<file path="src/rtl/alu_uart_interface_pkg.sv">
// ---------------------------------------------------------------------------
// alu_uart_interface_pkg
// Shared definitions for the serial front end of the ALU:
//   - state_t : sequencer state encoding (WAIT_A .. WAIT_TX)
//   - OP_*    : ALU operation codes, shared by the ALU and its users
// ---------------------------------------------------------------------------
package alu_uart_interface_pkg;

  typedef enum logic [2:0] {
    WAIT_A  = 3'd0,
    WAIT_B  = 3'd1,
    WAIT_OP = 3'd2,
    COMPUTE = 3'd3,
    SEND    = 3'd4,
    WAIT_TX = 3'd5
  } state_t;

  localparam logic [5:0] OP_ADD = 6'b100000;
  localparam logic [5:0] OP_SUB = 6'b100010;
  localparam logic [5:0] OP_AND = 6'b100100;
  localparam logic [5:0] OP_OR  = 6'b100101;
  localparam logic [5:0] OP_XOR = 6'b100110;
  localparam logic [5:0] OP_SRA = 6'b000011;
  localparam logic [5:0] OP_SRL = 6'b000010;
  localparam logic [5:0] OP_NOR = 6'b100111;

  // True while a partially received frame is waiting for its next byte.
  function automatic logic in_frame(input state_t s);
    return (s == WAIT_B) || (s == WAIT_OP);
  endfunction

endpackage

</file>
<file path="src/rtl/alu_uart_interface_frame_timeout_counter.sv">
// ---------------------------------------------------------------------------
// frame_timeout_counter
// Counts clk cycles while a frame is incomplete and flags expiry.
//   clk     : system clock
//   rst_n   : asynchronous active-low reset
//   clear   : synchronous clear (has priority over enable)
//   enable  : count this cycle
//   expired : count has reached TIMEOUT_CYCLES-1 while enabled
// ---------------------------------------------------------------------------
module frame_timeout_counter #(
  parameter int unsigned TIMEOUT_CYCLES = 1_000_000
) (
  input  logic clk,
  input  logic rst_n,
  input  logic clear,
  input  logic enable,
  output logic expired
);

  localparam int CNT_W = (TIMEOUT_CYCLES > 1) ? $clog2(TIMEOUT_CYCLES) : 1;
  localparam logic [CNT_W-1:0] LAST = CNT_W'(TIMEOUT_CYCLES - 1);

  logic [CNT_W-1:0] count_reg;

  assign expired = enable && (count_reg == LAST);

  // Holding at LAST keeps the counter from wrapping; the owner clears it
  // on the expiry transition anyway.
  always_ff @(posedge clk or negedge rst_n) begin
    if (!rst_n) begin
      count_reg <= '0;
    end else if (clear) begin
      count_reg <= '0;
    end else if (enable && (count_reg != LAST)) begin
      count_reg <= count_reg + CNT_W'(1);
    end
  end

endmodule

</file>
<file path="src/rtl/alu_uart_interface.sv">
// ---------------------------------------------------------------------------
// alu_uart_interface
// Collects operand A, operand B and op code as three UART bytes, drives them
// to the ALU on registers, then sends the ALU result back through uart_tx.
//   clk          : system clock
//   i_rst_n      : asynchronous active-low reset
//   i_rx_data    : received byte, valid with i_rx_done
//   i_rx_done    : one-cycle byte-received strobe
//   i_alu_result : combinational ALU output
//   i_tx_done    : one-cycle byte-sent strobe from uart_tx
//   o_datoA/B    : registered operands to the ALU
//   o_operation  : registered op code to the ALU
//   o_tx_data    : result byte to uart_tx
//   o_tx_start   : one-cycle transmit request
//   o_busy       : computing or transmitting; incoming bytes are dropped
//   o_timeout    : one-cycle strobe when a partial frame is abandoned
// ---------------------------------------------------------------------------
module alu_uart_interface
  import alu_uart_interface_pkg::*;
#(
  parameter int unsigned NB_DATA        = 8,
  parameter int unsigned NB_OP          = 6,
  parameter int unsigned TIMEOUT_CYCLES = 1_000_000
) (
  input  logic               clk,
  input  logic               i_rst_n,
  input  logic [NB_DATA-1:0] i_rx_data,
  input  logic               i_rx_done,
  input  logic [NB_DATA-1:0] i_alu_result,
  input  logic               i_tx_done,
  output logic [NB_DATA-1:0] o_datoA,
  output logic [NB_DATA-1:0] o_datoB,
  output logic [NB_OP-1:0]   o_operation,
  output logic [NB_DATA-1:0] o_tx_data,
  output logic               o_tx_start,
  output logic               o_busy,
  output logic               o_timeout
);

  state_t state_reg;
  logic   frame_open;
  logic   cnt_clear;
  logic   timeout_expired;

  assign frame_open = in_frame(state_reg);
  // Restart the window on every accepted byte, on expiry, and whenever no
  // partial frame is pending (which covers entering WAIT_A).
  assign cnt_clear  = !frame_open || i_rx_done || timeout_expired;

  frame_timeout_counter #(
    .TIMEOUT_CYCLES(TIMEOUT_CYCLES)
  ) u_frame_timeout (
    .clk    (clk),
    .rst_n  (i_rst_n),
    .clear  (cnt_clear),
    .enable (frame_open),
    .expired(timeout_expired)
  );

  always_ff @(posedge clk or negedge i_rst_n) begin
    if (!i_rst_n) begin
      state_reg   <= WAIT_A;
      o_datoA     <= '0;
      o_datoB     <= '0;
      o_operation <= '0;
      o_tx_data   <= '0;
      o_tx_start  <= 1'b0;
      o_busy      <= 1'b0;
      o_timeout   <= 1'b0;
    end else begin
      o_tx_start <= 1'b0;
      o_timeout  <= 1'b0;
      case (state_reg)
        WAIT_A: begin
          if (i_rx_done) begin
            o_datoA   <= i_rx_data;
            state_reg <= WAIT_B;
          end
        end
        // A byte arriving on the expiry cycle takes priority over timeout.
        WAIT_B: begin
          if (i_rx_done) begin
            o_datoB   <= i_rx_data;
            state_reg <= WAIT_OP;
          end else if (timeout_expired) begin
            o_timeout <= 1'b1;
            state_reg <= WAIT_A;
          end
        end
        WAIT_OP: begin
          if (i_rx_done) begin
            o_operation <= i_rx_data[NB_OP-1:0];
            o_busy      <= 1'b1;
            state_reg   <= COMPUTE;
          end else if (timeout_expired) begin
            o_timeout <= 1'b1;
            state_reg <= WAIT_A;
          end
        end
        // One cycle for the ALU to settle on the freshly loaded operands.
        COMPUTE: begin
          o_tx_data  <= i_alu_result;
          o_tx_start <= 1'b1;
          state_reg  <= SEND;
        end
        SEND: begin
          state_reg <= WAIT_TX;
        end
        WAIT_TX: begin
          if (i_tx_done) begin
            o_busy    <= 1'b0;
            state_reg <= WAIT_A;
          end
        end
        default: begin
          o_busy    <= 1'b0;
          state_reg <= WAIT_A;
        end
      endcase
    end
  end

endmodule

</file>
<file path="config.mk">
export PLATFORM = sky130hd
export DESIGN_NAME = alu_uart_interface
export DESIGN_NICKNAME = d
export VERILOG_FILES = /design/src/rtl/alu_uart_interface_pkg.sv /design/src/rtl/alu_uart_interface_frame_timeout_counter.sv /design/src/rtl/alu_uart_interface.sv
export SDC_FILE = /design/constraint.sdc
export NUM_CORES = 1
export LEC_CHECK = 0
export CAP_MARGIN = 25
export CORE_AREA = 5 5 96 98
export CTS_BUF_LIST = sky130_fd_sc_hd__clkbuf_4
export CTS_CLUSTER_SIZE = 14
export DETAILED_ROUTE_END_ITERATION = 6
export DIE_AREA = 0 0 101 103
export MAX_ROUTING_LAYER = met4
export PLACE_DENSITY = 0.53
export SETUP_SLACK_MARGIN = 0.4
export SYNTH_ARGS = -nofsm -noshare
export SYNTH_HDL_FRONTEND = slang
export SYNTH_SLANG_ARGS = --single-unit
</file>
<file path="constraint.sdc">
create_clock -name clk -period 2.2 [get_ports clk]
set_clock_uncertainty 0.2 [all_clocks]
set_input_delay 0.44 -clock clk [delete_from_list [all_inputs] [get_ports clk]]
set_output_delay 0.44 -clock clk [all_outputs]
set_load 0.03 [all_outputs]
</file>
==> flow_metrics.py, run 1 <==
# Flow results
metrics = {
    "status": {
        "status": "finished, final reports clean",
    },
    "clock_tree": {
        "clockBufferDepth": 2,
        "cts.repair.resized": 77,
        "cts_setup_buffers": 6,
        "cts-root-buf": "clkbuf_4",
        "cts_hold_buffers": 1,
        "h-tree-depth": 2,
        "cts.sinks": 56,
        "clk_pin_slew_ns": 0.16,
        "cts_tree": "built",
    },
    "yosys": {
        "avgSynthCellArea_um2": 11.62,
        "syn-instance-count": 208,
        "synth_top_cell_by_count": "dfrtp_1",
        "mappedNetlistArea_mm2": 0.002416,
        "flop_cell": "dfrtp_1",
        "synthTopLogicFamily": "simple AND/OR/NAND/NOR gates",
        "xor_share": 0.03988,
        "edf_count": 0,
        "synthArstFlopShare": 1.000,
        "yosys.cell_types.count": 38,
        "synthMuxAreaShare": 0.1072,
        "synthTopCellsByCount": "dfrtp_1 (56), nand2_1 (29), mux2_2 (23)",
        "yosysCellCount": 208,
        "ys_sh_aoi": 0.05230,
        "ys_sh_simple": 0.1937,
        "yosys.area_share.adder": 0.005179,
        "synthesis.nets": 229,
        "area_leaders": "dfrtp_1 (58%), mux2_2 (11%), nand2_1 (4.5%), xor2_1 (3.3%), o21ai_0 (2.1%)",
        "yosys-stat-area_mm2": 0.002416,
        "yosysWarnings": 0,
        "top_area_cell": "dfrtp_1",
        "ys_seq_frac": 0.5800,
        "synth_top_area_share": 0.5800,
        "ys_ff": 56,
    },
    "final_layout": {
        "final_cell_area_mm2": 0.003289,
        "comb_share": 0.3146,
        "area_share_nonclk_buffers": 0.1909,
        "drive_gt1_frac": 0.3993,
        "antennaDiodeCount": 0,
        "logic_gate_count": 142,
        "layout.area.top_class": "sequential cells",
        "inverters": 6,
        "fillers": 863,
        "final_util": 0.3925,
        "clk_share": 0.01864,
        "syn_to_final_growth_pct": 36.15,
        "layout_top_cells": "dfrtp_1 (51), nand2_1 (29), mux2_2 (23)",
        "final_cells": 396,
        "largest_reg_flops": 20,
        "design.seq.count": 56,
        "fin_nets": 308,
        "regArea_mm2": 0.001408,
        "combGateArea_mm2": 0.001035,
        "sh_seq_area": 0.4279,
        "layout_top_cell": "dfrtp_1",
        "buffers_excl_clock": 76,
    },
    "die": {
        "rows": 34,
        "die-area_mm2": 0.01040,
        "initial_utilization": 0.2883,
        "n_tap_cell": 108,
    },
    "grt": {
        "grt_max_degree": 40,
        "grt_use_met1": 0.1293,
        "grt_overflow_total": 0,
        "antenna_found_initial": 0,
        "first_global_vias": 1714,
        "grt_pass1_wl_mm": 8.314,
        "grt_use_total": 0.1030,
        "grt-busiest-layer": "met2",
        "met2_usage": 0.1635,
        "grt_use_met3": 0.02639,
    },
    "placement": {
        "placed_cells": 371,
        "hpwl_mm": 3.558,
        "io_buffers": 52,
        "postPlaceCellArea_mm2": 0.003109,
        "place_congestion": 0.7487,
        "post-place-ws_ns": 0.03635,
    },
    "hold_path": {
        "hp-class": "reg2reg",
    },
    "power_and_ir_drop": {
        "p_leak_nw": 1.435,
        "total_power_w": 0.003819,
        "power_density_mw_per_mm2": 1161,
        "peakVddDrop_v": 0.0002813,
    },
    "worst_setup_path": {
        "arrival_ns": 1.88,
        "path_class": "reg2reg",
        "critical_path.top_delay_family": "simple AND/OR/NAND/NOR gates",
        "critPathRequiredTime_ns": 2.32,
        "path_max_fanout": 5,
        "end_kind": "flip-flop",
        "crit_path_max_incr_delay_ns": 0.50,
        "crit_path_top_delay_cell": "or4_4",
        "start_kind": "flip-flop",
        "path_buffers": 0,
        "worstPathCellList": "and4_4 -> nand4_4 -> or4_4 -> a21oi_2",
    },
    "final_timing": {
        "hold_violations": 0,
        "fin_ws_ns": 0.4365,
        "fin_crit_ns": 1.763,
        "setup_tns_ns": 0,
        "max_slew_margin": 0.7188,
        "whs_ns": 0.2989,
        "setup_viol": 0,
        "post-route-period-util": 0.8016,
        "rsz0062_at_grt": "yes",
        "fmax_mhz": 567.1,
        "tightest_slew_ns": 0.4219,
        "finalMaxSlewViolations": 0,
    },
    "route": {
        "wl_met3_um": 356,
        "vias": 1808,
        "vias_per_cell": 4.566,
        "drt_iter0_drc": 25,
        "drc": 0,
        "top_layer_used": "met4",
        "routed_wl_mm": 5.271,
        "ant_nets": 0,
        "wl_per_cell_um": 13.31,
        "dr.pass1.iters": 3,
        "wl_met2_mm": 2.482,
        "met1_length_mm": 2.384,
    },
    "flow_run": {
        "maxCapViolCount": 0,
        "warnings": 28,
    },
}
## run 1: final timing paths
path | startpoint | endpoint | slack (ns) | depth (start not counted)
max in group asynchronous | i_rst_n | u_frame_timeout.count_reg[12] | 0.92 | 3
hold reg to reg | o_tx_data[6] | o_tx_data[6] | 0.30 | 2
hold / removal | o_tx_data[6] | o_tx_data[6] | 0.30 | 2
min in group asynchronous | i_rst_n | o_datoA[2] | 0.32 | 2
setup reg to reg | u_frame_timeout.count_reg[8] | u_frame_timeout.count_reg[19] | 0.44 | 4
setup / recovery | u_frame_timeout.count_reg[8] | u_frame_timeout.count_reg[19] | 0.44 | 4
## run 1: report_power, final
group,total [W],switching [W],internal [W]
Combinational,0.00179,0.00108,0.000705
Clock,0.000458,0.000318,0.000140
Sequential,0.00158,0.000217,0.00136
Total,0.00382,0.00162,0.00220
Figure 1. Routed clock nets over the placement (run 1).
Scale bar: 20 µm.
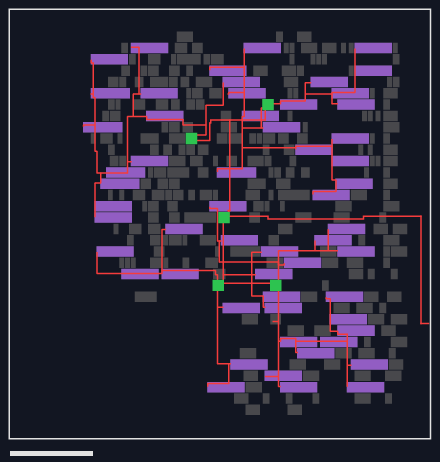
Red stands for clock wires, length 677 µm. Purple stands for flip-flops, count 56. Green stands for clock-net drivers, count 5.
There are 6 routed clock nets.

Figure 2. Clock routing (run 1).
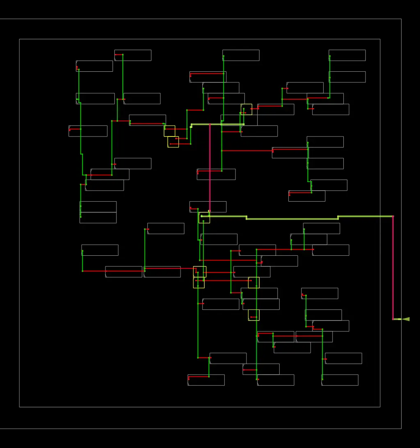
P_clk: 0.000458 W
clock buffer count from CTS: 5
worst skew pair latency: 0.37 ns
Clock Buffer Count: 6

Figure 3. Routed metal, one colour a layer (run 1).
Scale bar: 20 µm.
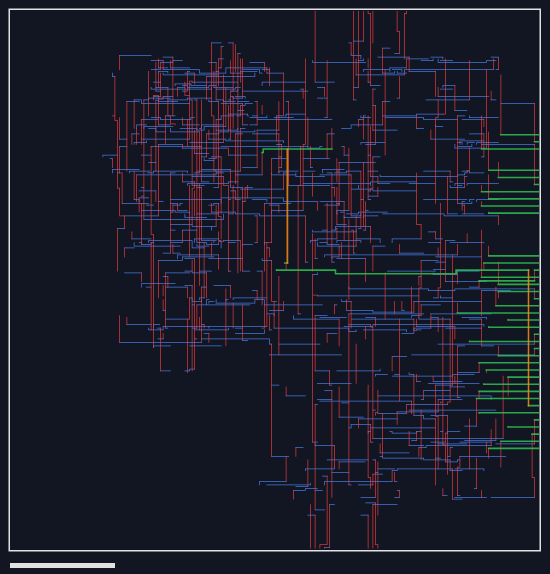
Orange stands for M4, wire length 47.6 µm. Red stands for M2, wire length 2,480 µm. Green stands for M3, wire length 357 µm. Blue stands for M1, wire length 2,380 µm.

Figure 4. PDN straps and rails (run 1).
Scale bar: 20 µm. Pins as bars on the die edge.
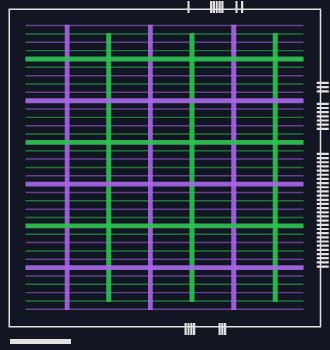
Green stands for VDD. Purple stands for VSS.
35 met1 rails follow the rows. The core has 34 rows.
DIE WIDTH: 101 µm
Die Y: 103 µm
CORE AREA: 0.008381 mm²

## Run 2: what changed since run 1
--- a/config.mk
+++ b/config.mk
@@ -12,7 +12,7 @@
 export DETAILED_ROUTE_END_ITERATION = 6
 export DIE_AREA = 0 0 101 103
 export MAX_ROUTING_LAYER = met4
-export PLACE_DENSITY = 0.53
+export PLACE_DENSITY = 0.55
 export SETUP_SLACK_MARGIN = 0.4
 export SYNTH_ARGS = -nofsm -noshare
 export SYNTH_HDL_FRONTEND = slang
==> constraint.sdc (replaced) <==
create_clock -name clk -period 1.55 [get_ports clk]
set_clock_uncertainty 0.2 [all_clocks]
set_input_delay 0.31 -clock clk [delete_from_list [all_inputs] [get_ports clk]]
set_output_delay 0.31 -clock clk [all_outputs]
set_load 0.03 [all_outputs]
Figure 5. Routed metal, one colour a layer (run 2).
Scale bar: 20 µm.
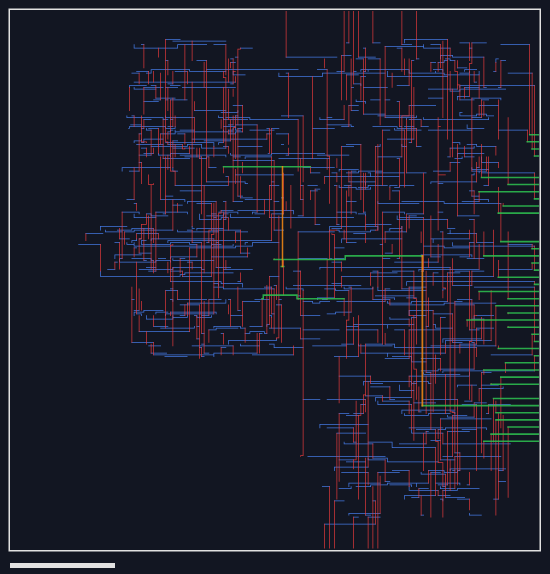
Red stands for M2, wire length 2,800 µm. Green stands for M3, wire length 305 µm. Orange stands for M4, wire length 47.6 µm. Blue stands for M1, wire length 2,730 µm.

==> flow_metrics.py, run 2 <==
# Flow results
metrics = {
    "status": {
        "status": "complete, but fails checks",
        "violations": "negative setup slack",
    },
    "final_timing": {
        "fin_crit_ns": 1.708,
        "setup_viol": 31,
        "max_slew_margin": 0.7151,
        "whs_ns": 0.1804,
        "finalMaxSlewViolations": 0,
        "post-route-period-util": 1.102,
        "rsz0062_at_grt": "yes",
        "fin_ws_ns": -0.1577,
    },
    "clock_tree": {
        "cts.sinks": 56,
        "clk_pin_slew_ns": 0.16,
    },
    "final_layout": {
        "antennaDiodeCount": 0,
        "final_cells": 449,
        "layout_top_cells": "buf_4 (68), dfrtp_1 (53), buf_6 (38)",
        "fillers": 766,
        "drive_gt1_frac": 0.5337,
    },
    "worst_setup_path": {
        "start_kind": "flip-flop",
        "r2r-start": "u_frame_timeout.count_reg[6]",
        "crit_path_start": "u_frame_timeout.count_reg[6]",
        "path_class": "reg2reg",
        "path_max_fanout": 7,
        "arrival_ns": 1.83,
        "timing.rr.end": "u_frame_timeout.count_reg[19]",
        "rrSetupSlack_ns": -0.16,
        "crit_path_max_incr_delay_ns": 0.51,
        "reg2reg_depth": 4,
    },
    "placement": {
        "placed_cells": 398,
        "place_congestion": 0.7980,
        "post-place-ws_ns": -0.5460,
        "hpwl_mm": 4.007,
        "io_buffers": 52,
    },
    "yosys": {
        "xor_share": 0.03988,
        "synthesis.nets": 229,
        "synthTopCellsByCount": "dfrtp_1 (56), nand2_1 (29), mux2_2 (23)",
        "avgSynthCellArea_um2": 11.62,
        "yosysCellCount": 208,
        "top_area_cell": "dfrtp_1",
        "synthTopLogicFamily": "simple AND/OR/NAND/NOR gates",
        "synth_top_area_share": 0.5800,
        "ys_ff": 56,
        "yosys.area_share.adder": 0.005179,
        "synthArstFlopShare": 1.000,
        "edf_count": 0,
        "synthMuxAreaShare": 0.1072,
        "ys_sh_aoi": 0.05230,
        "synth_top_cell_by_count": "dfrtp_1",
        "yosys.cell_types.count": 38,
        "ys_seq_frac": 0.5800,
        "area_leaders": "dfrtp_1 (58%), mux2_2 (11%), nand2_1 (4.5%), xor2_1 (3.3%), o21ai_0 (2.1%)",
    },
    "power_and_ir_drop": {
        "peakVddDrop_v": 0.0005369,
        "p_leak_nw": 1.872,
        "switchingPower_w": 0.002722,
        "clk-power_w": 0.000633,
        "pg_comb_w": 0.00414,
        "total_power_w": 0.007134,
        "power_density_mw_per_mm2": 1789,
        "seq-power_w": 0.00236,
        "internal_power_w": 0.004412,
        "power_leader": "combinational cells",
    },
    "route": {
        "wl_met2_mm": 2.797,
        "vias_per_cell": 4.528,
        "vias": 2033,
        "ant_nets": 0,
        "top_layer_used": "met4",
        "drc": 0,
        "drt_iter0_drc": 27,
    },
    "die": {
        "fp.dieH_um": 103,
        "core-area_mm2": 0.008381,
    },
    "grt": {
        "first_global_vias": 1941,
        "grt_use_met3": 0.02639,
        "grt_pass1_wl_mm": 9.501,
        "antenna_found_initial": 0,
        "grt-busiest-layer": "met2",
        "grt_overflow_total": 0,
        "grt_use_total": 0.1158,
        "grt_max_degree": 27,
    },
    "flow_run": {
        "maxCapViolCount": 0,
    },
}
Figure 6. Placement by cell class (run 2).
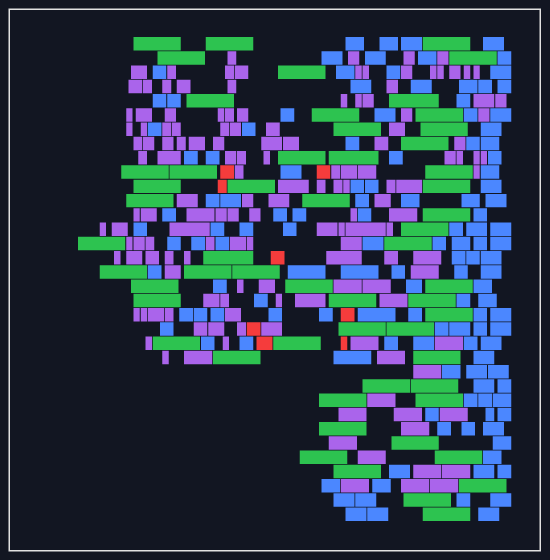
Red stands for clock drivers and dummy loads, cells 8, share of their area 1.4%. Purple stands for remaining logic cells, cells 147, share of their area 31%. Green stands for sequential cells, cells 56, share of their area 36%. Blue stands for remaining buffers and delay cells, cells 130, share of their area 31%.
Seq/total area: 0.3523
fin area: 0.003989 mm²
Std-Cell Rows: 34

==> run 2: what timing repair did <==
item | in CTS | in global routing
endpoints found under the setup margin | 89 | 89
gates resized | 147 | 27
endpoints found under the hold margin | 56 | 0
pin swaps | 13 | 17
hold buffers | 1 | 0
gates cloned | 0 | 1
setup buffers | 22 | 19
==> run 2: critical path: cells and delay by family, from the launching register on <==
family / cells / cell delay (ns)
AND/OR/NAND/NOR: 3 / 0.90
flip-flops: 1 / 0.42
AND-OR/OR-AND: 1 / 0.13
==> run 2: final cells by class <==
class,instances,area (µm²),share of cell area
Sequential cell,56,1405,0.3523
Timing Repair Buffer,130,1212,0.3040
Multi-Input combinational cell,141,1156,0.2898
Tap cell,108,135.1,0.03388
Clock buffer,5,37.54,0.009410
Inverter,6,25.02,0.006274
Clock inverter,3,17.52,0.004391
## Run 3: what changed since run 2
--- a/config.mk
+++ b/config.mk
@@ -14,6 +14,7 @@
 export MAX_ROUTING_LAYER = met4
 export PLACE_DENSITY = 0.55
 export SETUP_SLACK_MARGIN = 0.4
+export SKIP_LAST_GASP = 1
 export SYNTH_ARGS = -nofsm -noshare
 export SYNTH_HDL_FRONTEND = slang
 export SYNTH_SLANG_ARGS = --single-unit
Figure 7. Routed metal, one colour a layer (run 3).
Scale bar: 20 µm.
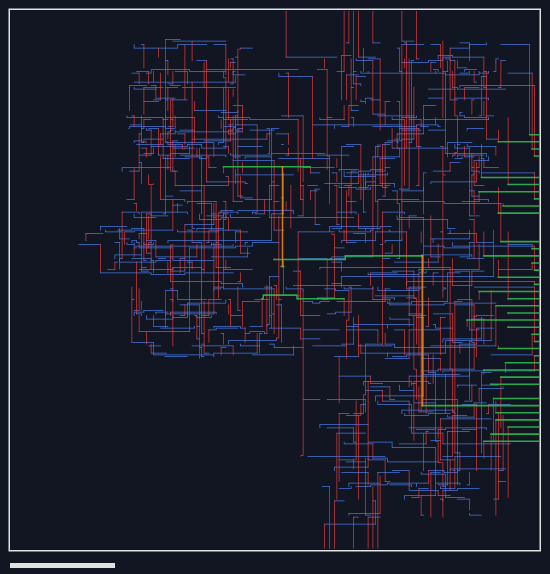
Green stands for M3, wire length 310 µm. Blue stands for M1, wire length 2,710 µm. Orange stands for M4, wire length 47.6 µm. Red stands for M2, wire length 2,840 µm.
gr usage total: 0.1156
drt wl/cell: 13.16 µm
detailed-route via count: 2,031
WL final: 5.910 mm

==> flow_metrics.py, run 3 <==
# Flow results
metrics = {
    "status": {
        "status": "complete, but fails checks",
        "violations": "negative setup slack",
    },
    "final_timing": {
        "post-route-period-util": 1.095,
        "rsz0062_at_grt": "yes",
        "fmax_mhz": 589.1,
        "whs_ns": 0.1807,
        "fin_ws_ns": -0.1474,
        "max_slew_margin": 0.7155,
        "fin_crit_ns": 1.697,
        "tightest_slew_ns": 0.4267,
        "setup_tns_ns": -2.921,
        "setup_viol": 35,
        "finalMaxSlewViolations": 0,
    },
    "power_and_ir_drop": {
        "switching_share": 0.3827,
        "pwr-share-seq": 0.332,
        "internal_power_w": 0.004402,
        "power_density_mw_per_mm2": 1793,
        "pg_comb_w": 0.00413,
        "combPwrFrac": 0.579,
        "p_leak_nw": 1.868,
        "peakVddDrop_v": 0.0005370,
        "power_leader": "combinational cells",
    },
    "yosys": {
        "area_leaders": "dfrtp_1 (58%), mux2_2 (11%), nand2_1 (4.5%), xor2_1 (3.3%), o21ai_0 (2.1%)",
        "top_area_cell": "dfrtp_1",
        "flop_cell": "dfrtp_1",
        "yosys.cell_types.count": 38,
        "syn-instance-count": 208,
        "avgSynthCellArea_um2": 11.62,
        "synthesis.nets": 229,
        "ys_ff": 56,
        "synthMuxAreaShare": 0.1072,
        "ys_sh_simple": 0.1937,
        "yosysWarnings": 0,
        "yosys.area_share.adder": 0.005179,
        "mappedNetlistArea_mm2": 0.002416,
        "edf_count": 0,
        "synthArstFlopShare": 1.000,
        "xor_share": 0.03988,
        "synthTopCellsByCount": "dfrtp_1 (56), nand2_1 (29), mux2_2 (23)",
        "ys_seq_frac": 0.5800,
        "synthTopLogicFamily": "simple AND/OR/NAND/NOR gates",
        "yosys-stat-area_mm2": 0.002416,
    },
    "final_layout": {
        "largest_reg_flops": 20,
        "final_cells": 449,
        "combGateArea_mm2": 0.001145,
        "fin_nets": 361,
        "final_cell_area_mm2": 0.003978,
        "final_util": 0.4746,
        "regArea_mm2": 0.001405,
        "layout_top_cells": "buf_4 (68), dfrtp_1 (53), buf_6 (38)",
        "layout_top_cell": "buf_4",
        "fillers": 768,
        "antennaDiodeCount": 0,
    },
    "flow_run": {
        "maxCapViolCount": 0,
        "warnings": 29,
    },
    "die": {
        "rows": 34,
        "fp.dieH_um": 103,
        "fp.dieW_um": 101,
        "initial_utilization": 0.2883,
    },
    "clock_tree": {
        "clockBufferDepth": 2,
        "cts_tree": "built",
        "numCtsBuffers": 5,
        "cts-root-buf": "clkbuf_4",
        "clock.latency.late_pin_ns": 0.37,
        "h-tree-depth": 2,
        "cts.repair.resized": 143,
        "clk_pin_slew_ns": 0.16,
        "cts_hold_buffers": 1,
    },
    "worst_setup_path": {
        "crit_path_max_incr_delay_ns": 0.51,
        "path_class": "reg2reg",
        "path_max_fanout": 7,
        "crit_path_start": "u_frame_timeout.count_reg[6]",
        "worstPathCellList": "and4_4 -> nand4_4 -> or4_4 -> a21oi_2",
        "path_buffers": 0,
        "end_kind": "flip-flop",
        "critPathRequiredTime_ns": 1.67,
        "r2r-start": "u_frame_timeout.count_reg[6]",
        "crit_path_top_delay_cell": "or4_4",
        "rrSetupSlack_ns": -0.15,
        "arrival_ns": 1.82,
        "critical_path.top_delay_family": "simple AND/OR/NAND/NOR gates",
    },
    "grt": {
        "grt_use_met3": 0.02639,
        "grt_overflow_total": 0,
        "grt_use_met1": 0.1415,
        "grt_pass1_wl_mm": 9.480,
        "antenna_found_initial": 0,
        "grt_max_degree": 27,
        "first_global_vias": 1939,
        "met2_usage": 0.1949,
    },
    "route": {
        "drt_iter0_drc": 26,
        "wl_met2_mm": 2.841,
        "drc": 0,
        "wl_met3_um": 310,
        "ant_nets": 0,
        "vias_per_cell": 4.523,
        "top_layer_used": "met4",
        "met1_length_mm": 2.711,
    },
    "placement": {
        "hpwl_mm": 4.007,
        "post-place-ws_ns": -0.5460,
        "placed_cells": 398,
        "postPlaceCellArea_mm2": 0.003377,
    },
}
Figure 8. Clock routing (run 3).
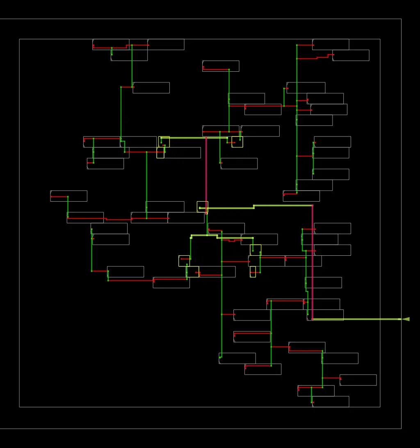
seq_cells: 56
clk sinks: 56
Clock Buffer Count: 5
P_clk: 0.000636 W

-- run 3: area by class of cell --
type / instances / share of cell area
repair buffers: 130 / 0.3048
flip-flops and latches: 56 / 0.3533
clock buffers: 5 / 0.009437
clock inverters: 3 / 0.004404
well taps: 108 / 0.03397
inverters: 6 / 0.006291
multi-input cells: 141 / 0.2878
-- run 3: final timing paths --
check                                                      to  cells after the start
worst min register to register                   o_tx_data[1]                      2
max in group asynchronous                        state_reg[0]                      3
worst max-delay path            u_frame_timeout.count_reg[19]                      4
worst min-delay path                               o_datoA[1]                      2
min in group clk                                 o_tx_data[3]                      3
worst max register to register  u_frame_timeout.count_reg[19]                      4
-- run 3: worst register-to-register path, stage by stage (launching register included) --
cell	delay (ns)
dfrtp_1	0.42
and4_4	0.26
nand4_4	0.13
or4_4	0.51
a21oi_2	0.13
Power is estimated from default activity; no workload was simulated.
